===== config.mk =====
export PLATFORM = sky130hd
export DESIGN_NAME = ddr_rd_addr_arb
export DESIGN_NICKNAME = d
export VERILOG_FILES = /design/src/rtl/ddr_rd_addr_arb_pkg.sv /design/src/rtl/ddr_rd_addr_arb_rr_arb_core.sv /design/src/rtl/ddr_rd_addr_arb.sv
export SDC_FILE = /design/constraint.sdc
export NUM_CORES = 1
export LEC_CHECK = 0
export CAP_MARGIN = 20
export CORE_MARGIN = 2
export CORE_UTILIZATION = 42
export CTS_CLUSTER_DIAMETER = 30
export DETAILED_ROUTE_END_ITERATION = 7
export GPL_ROUTABILITY_DRIVEN = 0
export GPL_TIMING_DRIVEN = 0
export PLACE_DENSITY = 0.86
export SYNTH_ARGS = -nofsm -noshare
export SYNTH_HDL_FRONTEND = slang
export SYNTH_SLANG_ARGS = --single-unit

===== constraint.sdc =====
create_clock -name clk -period 5.7 [get_ports clk]
set_input_delay 0.855 -clock clk [delete_from_list [all_inputs] [get_ports clk]]
set_output_delay 0.855 -clock clk [all_outputs]
set_load 0.02 [all_outputs]

===== src/rtl/ddr_rd_addr_arb_pkg.sv =====
// Shared types and helpers for the DDR read-address arbiter.
package ddr_rd_arb_pkg;

  typedef enum logic {
    ST_IDLE  = 1'b0,
    ST_ISSUE = 1'b1
  } arb_state_e;

  localparam int unsigned MAX_OUTS_DFLT = 4;

  // Counter width able to hold 0..max_outs inclusive.
  function automatic int unsigned outs_width(input int unsigned max_outs);
    return $clog2(max_outs + 1);
  endfunction

  localparam int unsigned OUTS_W = outs_width(MAX_OUTS_DFLT);

endpackage


===== src/rtl/ddr_rd_addr_arb_rr_arb_core.sv =====
// Combinational round-robin priority encoder: searches upward from
// last_gnt+1 with wrap and returns the first requesting channel.
module rr_arb_core #(
  parameter int unsigned CH_NUM = 2,
  parameter int unsigned IDX_W  = 1
) (
  input  logic [CH_NUM-1:0] req,
  input  logic [IDX_W-1:0]  last_gnt,
  output logic [CH_NUM-1:0] gnt,
  output logic [IDX_W-1:0]  gnt_idx,
  output logic              any
);

  // Rotate the search start past the previous winner and take the first hit.
  always_comb begin
    logic [IDX_W-1:0] idx;
    gnt     = '0;
    gnt_idx = '0;
    any     = 1'b0;
    idx     = '0;
    for (int unsigned off = 1; off <= CH_NUM; off++) begin
      idx = IDX_W'((32'(last_gnt) + off) % CH_NUM);
      if (!any && req[idx]) begin
        gnt[idx] = 1'b1;
        gnt_idx  = idx;
        any      = 1'b1;
      end
    end
  end

endmodule


===== src/rtl/ddr_rd_addr_arb.sv =====
// Read-address scheduler sharing one AXI AR port between CH_NUM channels,
// with per-channel outstanding-burst limits tracked by snooping R-last.
module ddr_rd_addr_arb
  import ddr_rd_arb_pkg::*;
#(
  parameter int unsigned CH_NUM   = 2,
  parameter int unsigned ADDR_W   = 28,
  parameter int unsigned LEN_W    = 8,
  parameter int unsigned ID_W     = 4,
  parameter int unsigned MAX_OUTS = 4
) (
  input  logic                     clk,
  input  logic                     rst_n,
  input  logic [CH_NUM-1:0]        ch_vld,
  input  logic [CH_NUM*ADDR_W-1:0] ch_addr,
  input  logic [CH_NUM*LEN_W-1:0]  ch_len,
  output logic [CH_NUM-1:0]        ch_pop,
  output logic                     m_arvalid,
  input  logic                     m_arready,
  output logic [ADDR_W-1:0]        m_araddr,
  output logic [LEN_W-1:0]         m_arlen,
  output logic [ID_W-1:0]          m_arid,
  input  logic                     m_rvalid,
  input  logic                     m_rready,
  input  logic                     m_rlast,
  input  logic [ID_W-1:0]          m_rid,
  output logic                     busy
);

  localparam int unsigned IDX_W = $clog2(CH_NUM);
  localparam int unsigned OW    = outs_width(MAX_OUTS);

  arb_state_e        state_q, state_d;
  logic [IDX_W-1:0]  last_gnt_q, last_gnt_d;
  logic [ADDR_W-1:0] araddr_q, araddr_d;
  logic [LEN_W-1:0]  arlen_q, arlen_d;
  logic [ID_W-1:0]   arid_q, arid_d;
  logic [OW-1:0]     outs_q [CH_NUM];
  logic [OW-1:0]     outs_d [CH_NUM];

  logic [CH_NUM-1:0] elig;
  logic [CH_NUM-1:0] gnt;
  logic [IDX_W-1:0]  gnt_idx;
  logic              gnt_any;
  logic              grant_fire;
  logic [CH_NUM-1:0] rlast_hit;
  logic              any_outs;

  // A channel may compete only with a valid head and headroom below the limit.
  always_comb begin
    elig = '0;
    for (int unsigned i = 0; i < CH_NUM; i++) begin
      elig[i] = ch_vld[i] && (outs_q[i] < OW'(MAX_OUTS));
    end
  end

  rr_arb_core #(
    .CH_NUM (CH_NUM),
    .IDX_W  (IDX_W)
  ) u_rr (
    .req      (elig),
    .last_gnt (last_gnt_q),
    .gnt      (gnt),
    .gnt_idx  (gnt_idx),
    .any      (gnt_any)
  );

  assign grant_fire = (state_q == ST_IDLE) && gnt_any;

  // Decode R-last completions per channel; IDs at or above CH_NUM match nothing.
  always_comb begin
    rlast_hit = '0;
    for (int unsigned i = 0; i < CH_NUM; i++) begin
      rlast_hit[i] = m_rvalid && m_rready && m_rlast && (m_rid == ID_W'(i));
    end
  end

  // FSM state register.
  always_ff @(posedge clk or negedge rst_n) begin
    if (!rst_n) state_q <= ST_IDLE;
    else        state_q <= state_d;
  end

  // FSM next state: grant moves to ISSUE, AR handshake returns to IDLE.
  always_comb begin
    state_d = state_q;
    case (state_q)
      ST_IDLE:  if (gnt_any) state_d = ST_ISSUE;
      ST_ISSUE: if (m_arready) state_d = ST_IDLE;
      default:  state_d = ST_IDLE;
    endcase
  end

  // FSM outputs: pop is combinational in IDLE, AR valid is the ISSUE state.
  always_comb begin
    ch_pop    = (rst_n && grant_fire) ? gnt : '0;
    m_arvalid = (state_q == ST_ISSUE);
    busy      = (state_q == ST_ISSUE) || any_outs;
  end

  // Capture the granted head into the AR registers on the pop cycle.
  always_comb begin
    last_gnt_d = last_gnt_q;
    araddr_d   = araddr_q;
    arlen_d    = arlen_q;
    arid_d     = arid_q;
    if (grant_fire) begin
      last_gnt_d = gnt_idx;
      araddr_d   = ch_addr[32'(gnt_idx)*ADDR_W +: ADDR_W];
      arlen_d    = ch_len[32'(gnt_idx)*LEN_W +: LEN_W];
      arid_d     = ID_W'(gnt_idx);
    end
  end

  // AR register bank; last_gnt starts at the top so channel 0 wins first.
  always_ff @(posedge clk or negedge rst_n) begin
    if (!rst_n) begin
      last_gnt_q <= IDX_W'(CH_NUM - 1);
      araddr_q   <= '0;
      arlen_q    <= '0;
      arid_q     <= '0;
    end else begin
      last_gnt_q <= last_gnt_d;
      araddr_q   <= araddr_d;
      arlen_q    <= arlen_d;
      arid_q     <= arid_d;
    end
  end

  assign m_araddr = araddr_q;
  assign m_arlen  = arlen_q;
  assign m_arid   = arid_q;

  // Outstanding counters: +1 on grant, -1 on R-last, both cancel, floor at 0.
  always_comb begin
    any_outs = 1'b0;
    for (int unsigned i = 0; i < CH_NUM; i++) begin
      outs_d[i] = outs_q[i];
      if (ch_pop[i] && !rlast_hit[i]) begin
        outs_d[i] = outs_q[i] + OW'(1);
      end else if (!ch_pop[i] && rlast_hit[i] && (outs_q[i] != '0)) begin
        outs_d[i] = outs_q[i] - OW'(1);
      end
      any_outs = any_outs || (outs_q[i] != '0);
    end
  end

  // Counter array register.
  always_ff @(posedge clk or negedge rst_n) begin
    if (!rst_n) begin
      for (int unsigned i = 0; i < CH_NUM; i++) outs_q[i] <= '0;
    end else begin
      for (int unsigned i = 0; i < CH_NUM; i++) outs_q[i] <= outs_d[i];
    end
  end

  // An R-last for a channel with nothing outstanding is a protocol error.
  for (genvar g = 0; g < CH_NUM; g++) begin : g_underflow_chk
    a_no_underflow : assert property (@(posedge clk) disable iff (!rst_n)
      !(rlast_hit[g] && (outs_q[g] == '0)))
      else $error("R-last on channel %0d with no outstanding burst", g);
  end

endmodule


==> ci_impl_report.md, run 1 <==
### Yosys + OpenROAD results

| Metric | Value |
|---|---|
| Largest register FFs | `28` |
| Fmax | `281 MHz` |
| Clock-pin slew on the worst setup and hold paths | `~0.08 ns` |
| Final Worst Setup Slack | `2.14 ns` |
| Sequential power | `approximately 570 uW` |
| Met3 wire len | `roughly 380 um` |
| Chip area | `6150 um^2` |
| Top-count cell post-synth | `dfrtp_1` |
| M1 WL | `2610 um` |
| Register area | `around 1100 um^2` |
| Average wire per standard cell | `14.4 um` |
| EDFF count, synth | `0` |
| R2R cell count | `8` |
| Worst Max-Slew Pin Slew | `0.573 ns` |
| Crit path DAT | `2.71 ns` |
| Metal2 WL | `3240 um` |
| PwrDens | `398 nW/um^2` |
| Fillcell total | `433` |
| Commonest flop | `dfrtp_1` |
| # IOs | `128` |
| Hold path endpoint | `last_gnt_q` |
| Top pwr grp | `combinational cells` |
| Top delay family on crit path | `buffers and inverters` |
| ClkCell Share | `2.68%` |
| Fin area | `3790 um^2` |
| Flop pwr share | `38.0%` |
| # H-tree levels | `2` |
| Met1 usage in global routing | `24.4%` |
| Worst Skew | `0.00575 ns` |
| Adder Share, Synth | `1.72%` |
| CP max FO | `24` |
| Crit Path Class | `input port to primary output` |
| CP endpoint kind | `primary output` |
| Cells after DPL | `432` |
| DR iter-0 viols | `57` |
| Pint | `953 uW` |
| Critical Path End | `ch_pop[1]` |
| Mapped Area | `2330 um^2` |
| #MultiIn Comb | `166` |
| Chip height | `78.4 um` |
| Slew Limit Fails | `0` |
| Biggest Area Class | `buffers` |
| DR pass1 iterations | `4` |
| Non-Clock Buffer Count | `between 100 and 150` |
| Post-CTS setup buffers | `0` |
| YS warnings | `0` |
| GRT met2 Usage | `38.1%` |
| Number of cells on the critical path | `4` |
| AO/OA Area Share | `between 10% and 20%` |
| HP Class | `flop to flop` |
| Routed Antenna Nets | `0` |
| Hold WS | `0.488 ns` |
| Crit-path max cell delay | `around 0.71 ns` |
| Pin count of the biggest net entering global routing | `25` |
| Sequential cell area share | `29.8%` |
| Outcome | `finished clean` |
| Synth Seq Share | `48.5%` |
| Total of max-cap violations | `0` |
| Core Area | `5440 um^2` |
| Hold Buf Count CTS | `0` |
| Synth top area cells | `dfrtp_1 47%, mux2i_1 16%, a21oi_1 8.8%` |
| Crit path buffers/inverters | `2` |
run_1/clocks.png
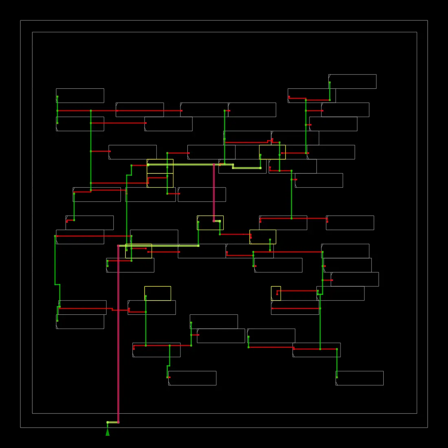
flip-flops: 45
P_clk: 211 uW
total CTS buffers: 5
CLK BUF: 7
Late-Pin Clk Latency: 0.29 ns

run_1/io_fan.png
Drawn at 4 px/um.
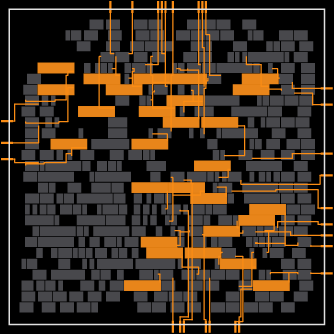
[orange] m_araddr | bits: 28 | direction: output | end cells: 28 | buffers: 28 | wire: 773 um

run_1/layer_met2.png
Drawn at 6 px/um. Cells faint in the background.
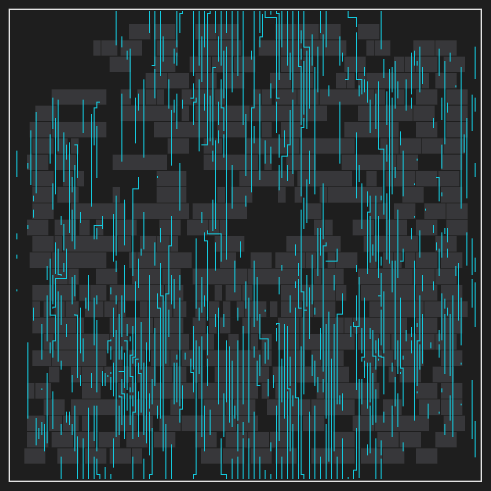
longest straight run: 35.4 um
wire length on this layer: 3240 um
nets with wire on the layer: 381
share of all routed wire: 51%

run_1/placement_by_type.png
Drawn at 4 px/um. Fill, decap, tap and diode cells in gray.
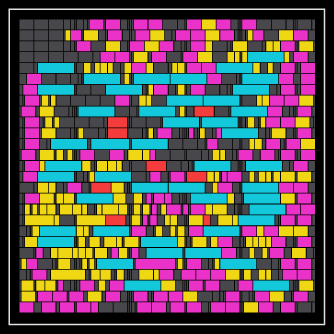
[magenta] remaining buffers and delay cells | cells: 145
[cyan] sequential cells | cells: 45
[red] clock drivers and dummy loads | cells: 8
[yellow] combinational and other logic | cells: 170

run_1/clk_routes.png
Drawn at 6 px/um.
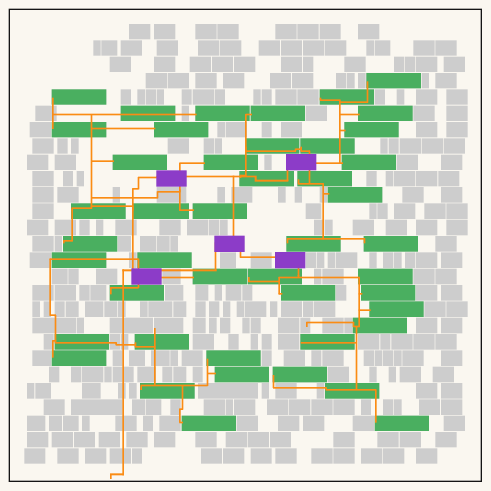

## Run 2: what changed since run 1
- CORE_UTILIZATION: 42 -> 35
- PLACE_DENSITY: 0.86 -> 0.77
- clock period: 5.7 -> 2.9 ns (I/O delays scaled with it)
run_2/clk_routes.png
Drawn at 6 px/um.
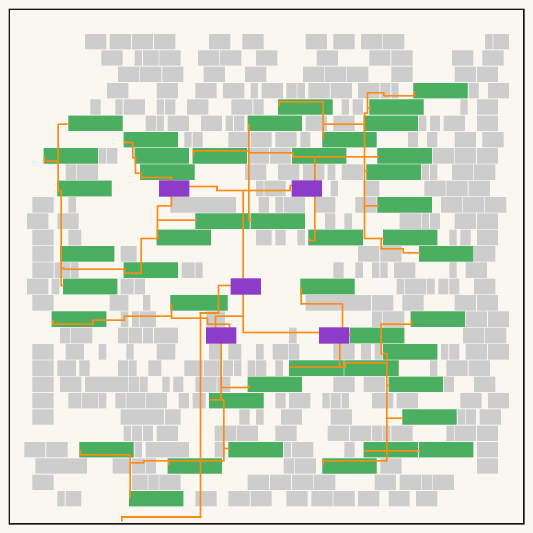
[green] flip-flops | count: 45
[purple] clock drivers | count: 5
[orange] clock wires | length: 546 um
routed clock nets: 6
Clock Power Share: 18.4%
Worst Skew: 0.00995 ns

==> ci_impl_report.md, run 2 <==
### Yosys + OpenROAD results

| Metric | Value |
|---|---|
| Outcome | `finished clean (unchanged)` |
| Register area | `1130 um^2 (unchanged)` |
| Pint | `2000 uW (was 953 uW)` |
| Total CTS buffers | `5 (unchanged)` |
| Flip-flops | `45 (unchanged)` |
| Peak VDD IR | `0.000422 V (was 0.000266 V)` |
| Slew Limit Fails | `0 (unchanged)` |
| Post-Synth XOR/XNOR Area | `0.753% (unchanged)` |
| # H-tree levels | `2 (unchanged)` |
| ClkCell Share | `3.60% (was 2.68%)` |
| Cells after DPL | `437 (was 432)` |
| Crit path DAT | `2.29 ns (was 2.71 ns)` |
| DR pass1 iterations | `4 (unchanged)` |
| Largest register FFs | `28 (unchanged)` |
| Late-Pin Clk Latency | `0.30 ns (was 0.29 ns)` |
| Clock-pin slew on the worst setup and hold paths | `0.09 ns (was 0.08 ns)` |
| Commonest flop | `dfrtp_1 (unchanged)` |
| Fin area | `3830 um^2 (was 3790 um^2)` |
| Hold Buf Count CTS | `0 (unchanged)` |
| #MultiIn Comb | `166 (unchanged)` |
| Top-count cell post-synth | `dfrtp_1 (unchanged)` |
| Number of cells on the critical path | `5 (was 4)` |
| R2R cell count | `9 (was 8)` |
| YS warnings | `0 (unchanged)` |
| Average wire per standard cell | `14.1 um (was 14.4 um)` |
| Crit Path Class | `input port to primary output (unchanged)` |
| Hold WS | `0.00571 ns (was 0.488 ns)` |
| Flop pwr share | `36.1% (was 38.0%)` |
| Crit path buffers/inverters | `3 (was 2)` |
| Total of max-cap violations | `0 (unchanged)` |
| Synth Seq Share | `48.5% (unchanged)` |
| Chip area | `7310 um^2 (was 6150 um^2)` |
| P_clk | `568 uW (was 211 uW)` |
| EDFF count, synth | `0 (unchanged)` |
| Non-Clock Buffer Count | `145 (unchanged)` |
| Met3 wire len | `395 um (was 378 um)` |
| Post-CTS setup buffers | `0 (unchanged)` |
| Metal2 WL | `3190 um (was 3240 um)` |
| Synth top area cells | `dfrtp_1 47%, mux2i_1 16%, a21oi_1 8.8% (unchanged)` |
| # IOs | `128 (unchanged)` |
| Chip height | `85.5 um (was 78.4 um)` |
| Sequential power | `1110 uW (was 572 uW)` |
| Mapped Area | `2330 um^2 (unchanged)` |
| Top delay family on crit path | `buffers and inverters (unchanged)` |
| CP max FO | `9 (was 24)` |
| Met1 usage in global routing | `21.6% (was 24.4%)` |
| Adder Share, Synth | `1.72% (unchanged)` |
| Routed Antenna Nets | `0 (unchanged)` |
| PwrDens | `807 nW/um^2 (was 398 nW/um^2)` |
| Critical Path End | `ch_pop[0] (was ch_pop[1])` |
| DR iter-0 viols | `76 (was 57)` |
| Fillcell total | `582 (was 433)` |
| Crit-path max cell delay | `0.63 ns (was 0.71 ns)` |
| Biggest Area Class | `buffers (unchanged)` |
| CLK BUF | `5 (was 7)` |
| M1 WL | `2630 um (was 2610 um)` |
| Fmax | `367 MHz` |
run_2/placement_by_type.png
Drawn at 4 px/um. Fill, decap, tap and diode cells in gray.
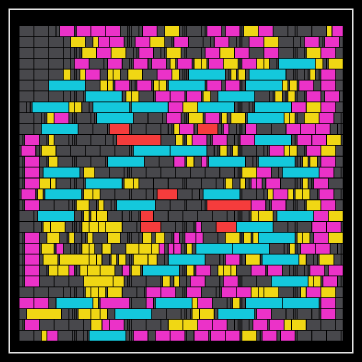
[red] clock drivers and dummy loads | cells: 8
[yellow] combinational and other logic | cells: 170
[cyan] sequential cells | cells: 45
[magenta] remaining buffers and delay cells | cells: 145

run_2/layer_met2.png
Drawn at 6 px/um. Cells faint in the background.
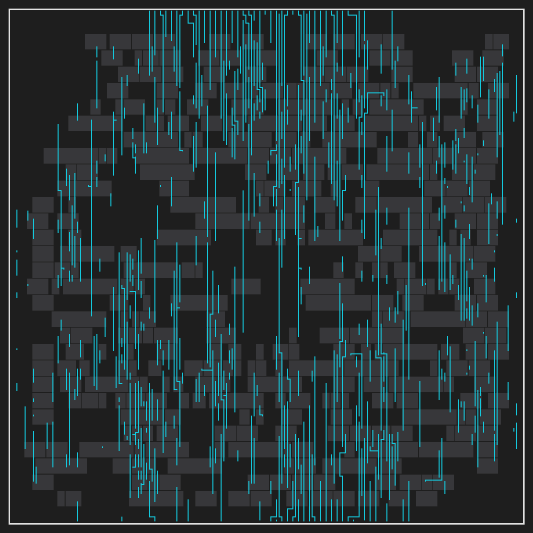

## Run 3: what changed since run 2
- CORE_ASPECT_RATIO: default -> 1.1
run_3/layer_met2.png
Drawn at 6 px/um. Cells faint in the background.
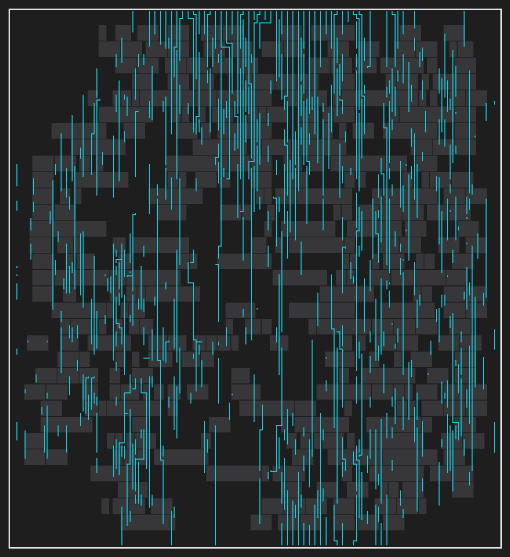
via count: 2169
DRT Wirelength: 6360 um
GRT met2 Usage: 31.2%

==> ci_impl_report.md, run 3 <==
### Yosys + OpenROAD results

| Metric | Value |
|---|---|
| Critical path launch point type | `input port (unchanged)` |
| Sequential power | `1120 uW (was 1110 uW)` |
| Worst Max-Slew Pin Slew | `approximately 0.52 ns` |
| DR iter-0 viols | `35 (was 76)` |
| Crit path buffers/inverters | `4 (was 3)` |
| Pin count of the biggest net entering global routing | `27 (was 38)` |
| Async SR Flop Fraction | `100% (unchanged)` |
| Post-cts sizing count | `1 (was 0)` |
| Average wire per standard cell | `14.1 um (about the same)` |
| Top pwr grp | `combinational cells (unchanged)` |
| Chip height | `89.5 um (was 85.5 um)` |
| Fmax | `369 MHz (was 367 MHz)` |
| Input/output buffers | `124 (unchanged)` |
| # H-tree levels | `2 (unchanged)` |
| Clk buf depth | `2 (unchanged)` |
| Largest area contributor in the netlist | `dfrtp_1 (unchanged)` |
| Routed Antenna Nets | `0 (unchanged)` |
| Worst Skew | `0.00577 ns (was 0.00995 ns)` |
| Pint | `1910 uW (was 2000 uW)` |
| Crit-path max cell delay | `0.63 ns (about the same)` |
| Post-CTS setup buffers | `0 (unchanged)` |
| Reg2reg end | `outs_q[2] (unchanged)` |
| Peak VDD IR | `0.000380 V (was 0.000422 V)` |
| R2R cell count | `9 (unchanged)` |
| ClkCell Share | `2.92% (was 3.60%)` |
| Crit path DAT | `2.28 ns (was 2.29 ns)` |
| Final Critical Period | `2.71 ns (was 2.73 ns)` |
| PwrDens | `787 nW/um^2 (was 807 nW/um^2)` |
| Top-count cell post-synth | `dfrtp_1 (unchanged)` |
| EDFF count, synth | `0 (unchanged)` |
| Final Worst Setup Slack | `0.187 ns (was 0.173 ns)` |
| Met1 usage in global routing | `20.0% (was 21.6%)` |
| Cells after DPL | `442 (was 437)` |
| Hold WS | `0.0398 ns (was 0.00571 ns)` |
| Sequential cell area share | `29.6% (was 29.5%)` |
| Half-perimeter wire length after placement | `4940 um (was 4870 um)` |
| Biggest Area Class | `buffers (unchanged)` |
| DR pass1 iterations | `4 (unchanged)` |
| Commonest flop | `dfrtp_1 (unchanged)` |
| Clock Power Share | `15.7% (was 18.4%)` |
| HP Class | `input port to async pin (unchanged)` |
| Metal2 WL | `3230 um (was 3190 um)` |
| Hold Buf Count CTS | `0 (unchanged)` |
| Core Area | `6520 um^2 (was 6390 um^2)` |
| Register area | `1130 um^2 (unchanged)` |
| Largest register FFs | `28 (unchanged)` |
| Post-Synth XOR/XNOR Area | `0.753% (unchanged)` |
| YS warnings | `0 (unchanged)` |
| #MultiIn Comb | `166 (unchanged)` |
| Fin area | `3810 um^2 (was 3830 um^2)` |
| Slew Limit Fails | `0 (unchanged)` |
| Met3 wire len | `568 um (was 395 um)` |
| Adder Share, Synth | `1.72% (unchanged)` |
| Flop pwr share | `37.2% (was 36.1%)` |
| Outcome | `finished clean (unchanged)` |
| Non-Clock Buffer Count | `145 (unchanged)` |
| AO/OA Area Share | `13.4% (unchanged)` |
| Flip-flops | `45 (unchanged)` |
| Clock-pin slew on the worst setup and hold paths | `0.09 ns (about the same)` |
| DRC Markers | `0 (unchanged)` |
| Critical Path End | `ch_pop[0] (unchanged)` |
| Synth top area cells | `dfrtp_1 47%, mux2i_1 16%, a21oi_1 8.8% (unchanged)` |
| CP endpoint kind | `primary output (unchanged)` |
| CP max FO | `26 (was 9)` |
| # IOs | `128 (unchanged)` |
| Number of cells on the critical path | `6 (was 5)` |
| Combinational share of cell area | `28.6% (was 28.5%)` |
| Mapped Area | `2330 um^2 (unchanged)` |
| Top delay family on crit path | `buffers and inverters (unchanged)` |
| P_clk | `471 uW (was 568 uW)` |
| CLK BUF | `6 (was 5)` |
| Total CTS buffers | `5 (unchanged)` |
| Chip area | `7310 um^2 (about the same)` |
| Leakage | `0.00175 uW (was 0.00176 uW)` |
| M1 WL | `2480 um (was 2630 um)` |
| Total of max-cap violations | `0 (unchanged)` |
| Die width | `81.7 um (was 85.5 um)` |
| Fillcell total | `583 (was 582)` |
run_3/clocks.png
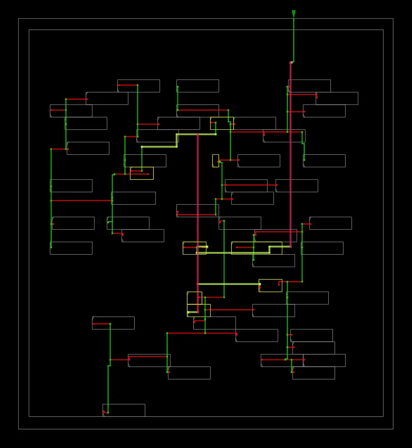
clk sinks: 45
Late-Pin Clk Latency: 0.30 ns

Power and IR drop assume default switching activity.
